File: src/rtl/way_allocator.sv
// Per-set true-LRU way allocator: hit/miss lookup with one-cycle registered response and line invalidate.
// Define VICTIM_INVALID_FIRST_EN to prefer the lowest-numbered invalid way as the miss victim.
module way_allocator #(
    parameter int i_size = 14,
    parameter int c_size = 10,
    parameter int d_size = 6,
    parameter int a_size = 4,
    localparam int WW = $clog2(a_size),
    localparam int IW = c_size - d_size - WW
) (
    input  logic          clk,
    input  logic          rst,
    input  logic          req_valid,
    input  logic [IW-1:0] req_index,
    input  logic          req_hit,
    input  logic [WW-1:0] req_way,
    input  logic          inv_valid,
    input  logic [IW-1:0] inv_index,
    input  logic [WW-1:0] inv_way,
    output logic          resp_valid,
    output logic [WW-1:0] resp_way,
    output logic          resp_evict
);

    localparam int n_sets = 2 ** IW;
    localparam logic [WW-1:0] lru_age = WW'(a_size - 1);

    if (a_size < 2 || (a_size & (a_size - 1)) != 0) begin : g_bad_assoc
        $error("way_allocator: a_size must be a power of two >= 2");
    end
    if (i_size < c_size) begin : g_bad_addr
        $error("way_allocator: address narrower than cache capacity");
    end

    logic [a_size-1:0]          valid_q [n_sets];
    logic [a_size-1:0][WW-1:0]  age_q   [n_sets];

    logic [a_size-1:0]          set_valid;
    logic [a_size-1:0][WW-1:0]  set_age;
    logic [a_size-1:0][WW-1:0]  next_age;
    logic [WW-1:0]              lru_way;
    logic [WW-1:0]              victim;
    logic [WW-1:0]              use_way;
    logic [WW-1:0]              use_age;

    always_comb begin
        set_valid = valid_q[req_index];
        set_age   = age_q[req_index];

        lru_way = '0;
        for (int w = 0; w < a_size; w++) begin
            if (set_age[w] == lru_age) lru_way = WW'(w);
        end

        victim = lru_way;
`ifdef VICTIM_INVALID_FIRST_EN
        // Walk downward so the lowest-numbered invalid way is the last writer.
        for (int w = a_size - 1; w >= 0; w--) begin
            if (!set_valid[w]) victim = WW'(w);
        end
`endif

        use_way = req_hit ? req_way : victim;
        use_age = set_age[use_way];

        for (int w = 0; w < a_size; w++) begin
            if (WW'(w) == use_way)
                next_age[w] = '0;
            else if (set_age[w] < use_age)
                next_age[w] = set_age[w] + WW'(1);
            else
                next_age[w] = set_age[w];
        end
    end

    always_ff @(posedge clk) begin
        if (rst) begin
            resp_valid <= 1'b0;
            resp_way   <= '0;
            resp_evict <= 1'b0;
            // NOTE: the state arrays are tiny and must start as defined LRU permutations, so they are reset explicitly.
            for (int s = 0; s < n_sets; s++) begin
                valid_q[s] <= '0;
                for (int w = 0; w < a_size; w++) age_q[s][w] <= WW'(a_size - 1 - w);
            end
        end else begin
            resp_valid <= req_valid;
            if (req_valid) begin
                resp_way   <= use_way;
                resp_evict <= !req_hit && set_valid[use_way];
                age_q[req_index] <= next_age;
                if (!req_hit) valid_q[req_index][use_way] <= 1'b1;
            end
            // NOTE: non-blocking updates take the last write, so an invalidate of the same line overrides the allocation.
            if (inv_valid) valid_q[inv_index][inv_way] <= 1'b0;
        end
    end

endmodule

File: config.mk
export PLATFORM = sky130hd
export DESIGN_NAME = way_allocator
export DESIGN_NICKNAME = d
export VERILOG_FILES = /design/src/rtl/way_allocator.sv
export SDC_FILE = /design/constraint.sdc
export NUM_CORES = 1
export LEC_CHECK = 0
export CAP_MARGIN = 20
export CORE_ASPECT_RATIO = 0.7
export CORE_MARGIN = 1
export CORE_UTILIZATION = 45
export CTS_CLUSTER_SIZE = 12
export DETAILED_ROUTE_END_ITERATION = 10
export HOLD_SLACK_MARGIN = 0.06
export PLACE_DENSITY = 0.7
export SLEW_MARGIN = 20
export SYNTH_ARGS = -nofsm -noshare
export SYNTH_HDL_FRONTEND = slang
export SYNTH_SLANG_ARGS = --single-unit
File: constraint.sdc
create_clock -name clk -period 4.05 [get_ports clk]
set_input_delay 0.81 -clock clk [delete_from_list [all_inputs] [get_ports clk]]
set_output_delay 0.81 -clock clk [all_outputs]
set_load 0.005 [all_outputs]
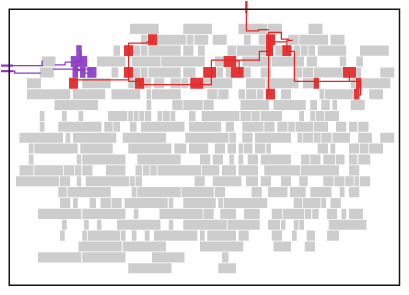
port_trees.png
Scale: 4 px per um.
port	color	direction	end cells	wire
inv_way	purple	input	6	46.6 um
rst	red	input	17	159 um

==> metrics.csv <==
stage;metric;value;unit
grt;grt_usage;0.234;
sta;setup_ws;0.232;ns
power;sequentialPowerShare;0.463;
grt;grt_remaining_overflow;0;
grt;grt_pass1_wl;11.5;mm
layout;area_delta_synth_final;23.5;%
setup_path;cp-startpoint;req_index[0];
grt;grt_max_degree;18;
sta;skew;0.00739;ns
sta;hold_violations;0;
power;power_frac_comb;0.292;
synthesis;largest_area_cell;edfxtp_1;
synthesis;dominantRegCellSynth;edfxtp_1;
place;dp_hpwl;5.73;mm
routing;drc;0;
synthesis;ys_seq_frac;0.477;
clocking;cts_buffers;5;
synthesis;syn_nets;277;
sta;worstMarginPinSlew;0.763;ns
routing;wire_per_inst;19.3;um
setup_path;reg2reg_from;age_q[2][4];
floorplanning;die_w;97.2;um
power;leakage;1.28;nW
synthesis;synth_area;2860;sq um
synthesis;syn_area_per_cell;11.1;sq um
floorplanning;pin_count;17;
layout;finish.instance_area;3530;sq um
worst_hold_path;hold_class;reg -> reg;
clocking;insertion_delay;0.31;ns
place;post_dp_cell_area;3380;sq um
synthesis;ys_area;2860;sq um
clocking;cts_tree;built;
sta;drv_slew;0;
synthesis;ys.warnings.count;0;
layout;finish.net_count;329;
setup_path;cp-end-kind;register;
floorplanning;die-area;6670;sq um
sta;setup_viol_count_final;0;
setup_path;crit_fanout;4;
setup_path;critPathKind;in -> reg;
layout;diodes;0;
flow_run;warnings;26;
routing;drt-total-wl;7.42;mm
synthesis;ys_cells;257;
routing;avgViaCountPerCell;5.93;
clocking;cts-root-buf;clkbuf_8;
power;clkPwrFrac;0.245;
place;place_congestion;0.889;
floorplanning;fp-utilization;0.482;
synthesis;yosysTopAreaCellShare;0.337;
layout;lay_top_cells;35 x a21oi_1, 34 x buf_4, 32 x edfxtp_1;
grt;antenna_found_initial;0;
floorplanning;core-area;5930;sq um
power;internal-power;0.875;mW
sta;holdWs;0.510;ns
synthesis;area_leaders;edfxtp_1 34%, dfxtp_1 14%, mux4_2 9.5%, a21oi_1 6.3%, nand2_1 3.5%;
power;p_per_area;360;nW/um^2
outcome;status;complete, no violations;
sta;finalClockPeriodUsage;0.943;
sta;min_period;3.82;ns
floorplanning;rows;23;
floorplanning;die_h;68.6;um
layout;seqCellArea;1360;sq um
synthesis;synth_flop_count;52;
sta;rsz0062_at_grt;false;
setup_path;crit_arrival;3.87;ns
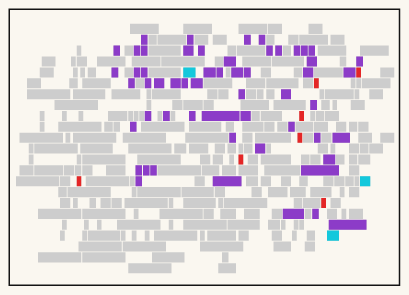
gates.png
Scale: 4 px per um.
family	color	cells
aoi and oai cells	purple	56
inv cells	red	7
non-inverting ao/oa cells	cyan	3
logic share of the area: 0.425
most frequent logic cell in the layout: a21oi_1
Non-Filler Instances: 385

final cells by class:
class / count / area share
inverters: 7 / 0.00745
repair buffers: 53 / 0.129
well taps: 75 / 0.0266
multi-input cells: 190 / 0.425
flip-flops and latches: 52 / 0.386
clock inverters: 3 / 0.00603
clock buffers: 5 / 0.0195
worst max-delay path, cell delays in order:
cell,delay [ns]
clkbuf_2,0.10
buf_6,0.12
mux4_2,0.55
ha_4,0.19
nand2b_1,0.14
a21oi_2,0.20
mux4_2,0.53
inv_2,0.09
ha_4,0.13
inv_1,0.05
or4b_4,0.55
a211oi_4,0.32
nand2_1,0.08
logic make-up after synthesis:
logic type,share of synthesized area
fa+ha+maj,0.0307
buf+inv,0.0223
simple gates,0.191
flops,0.477
xor+xnor,0.00307
mux,0.126
compound gates,0.150
power by group through the flow:
stage	logic, mW	registers (mW)	clock network, mW
floorplan	0.208	0.597	0
global placement	0.336	0.599	0
detailed placement	0.345	0.599	0
CTS	0.364	0.587	0.309
global route	0.401	0.589	0.329
finish	0.371	0.587	0.311
worst paths after layout:
check                                   end  slack [ns]  depth (start not counted)
worst max register to register  age_q[0][3]        0.55                         11
worst max-delay path            age_q[0][3]        0.23                         13
worst min register to register  resp_way[1]        0.51                          2
worst min-delay path            resp_way[1]        0.51                          2
metrics by stage:
stage | setup TNS (ns) | utilization | cells | power [mW]
6_report | 0 | 0.595 | 385 | 1.27
5_1_grt | 0 | 0.595 | 385 | 1.32
4_1_cts | 0 | 0.592 | 385 | 1.26
3_5_place_dp | -12.32 | 0.570 | 377 | 0.944
3_3_place_gp | -9.01 | 0.570 | 377 | 0.935
2_1_floorplan | 0 | - | 257 | 0.805
synthesized netlist by cell type (2+ instances only):
master and n:
a21oi_1 36, edfxtp_1 32, nand2_1 27, nor2_1 26
dfxtp_1 20, mux4_2 12, nor2b_1 11, ha_1 7
inv_1 7, nor3b_1 7, a22oi_1 6, clkbuf_1 6
nand2b_1 5, a311oi_1 4, and3_1 4, mux2i_1 4
nand3_1 4, or2_2 4, nand3b_1 3, o311ai_4 3
and2_1 2, mux2_2 2, nor4_1 2, nor4b_1 2
metal layers:
metal / vias to the layer above / share of wire / track usage / wire length [um]
li1: 1072 / - / - / -
met1: 1111 / 0.48 / 0.357 / 3540
met2: 95 / 0.42 / 0.325 / 3090
met3: 6 / 0.10 / 0.0625 / 738
met4: 0 / 0.0065 / 0.0560 / 48
met5: - / 0 / 0 / 0
state kept, by name, summed over array words and instances, names as in the netlist:
name,cells
valid_q,16
age_q,32
resp_evict,1
resp_valid,1
resp_way,2
what timing repair did:
action | CTS | global route
gates resized | 9 | 6
endpoints found under the setup margin | 22 | 13
pin swaps | 3 | 3
No activity file was given, so power comes from the tool's default toggle rates.
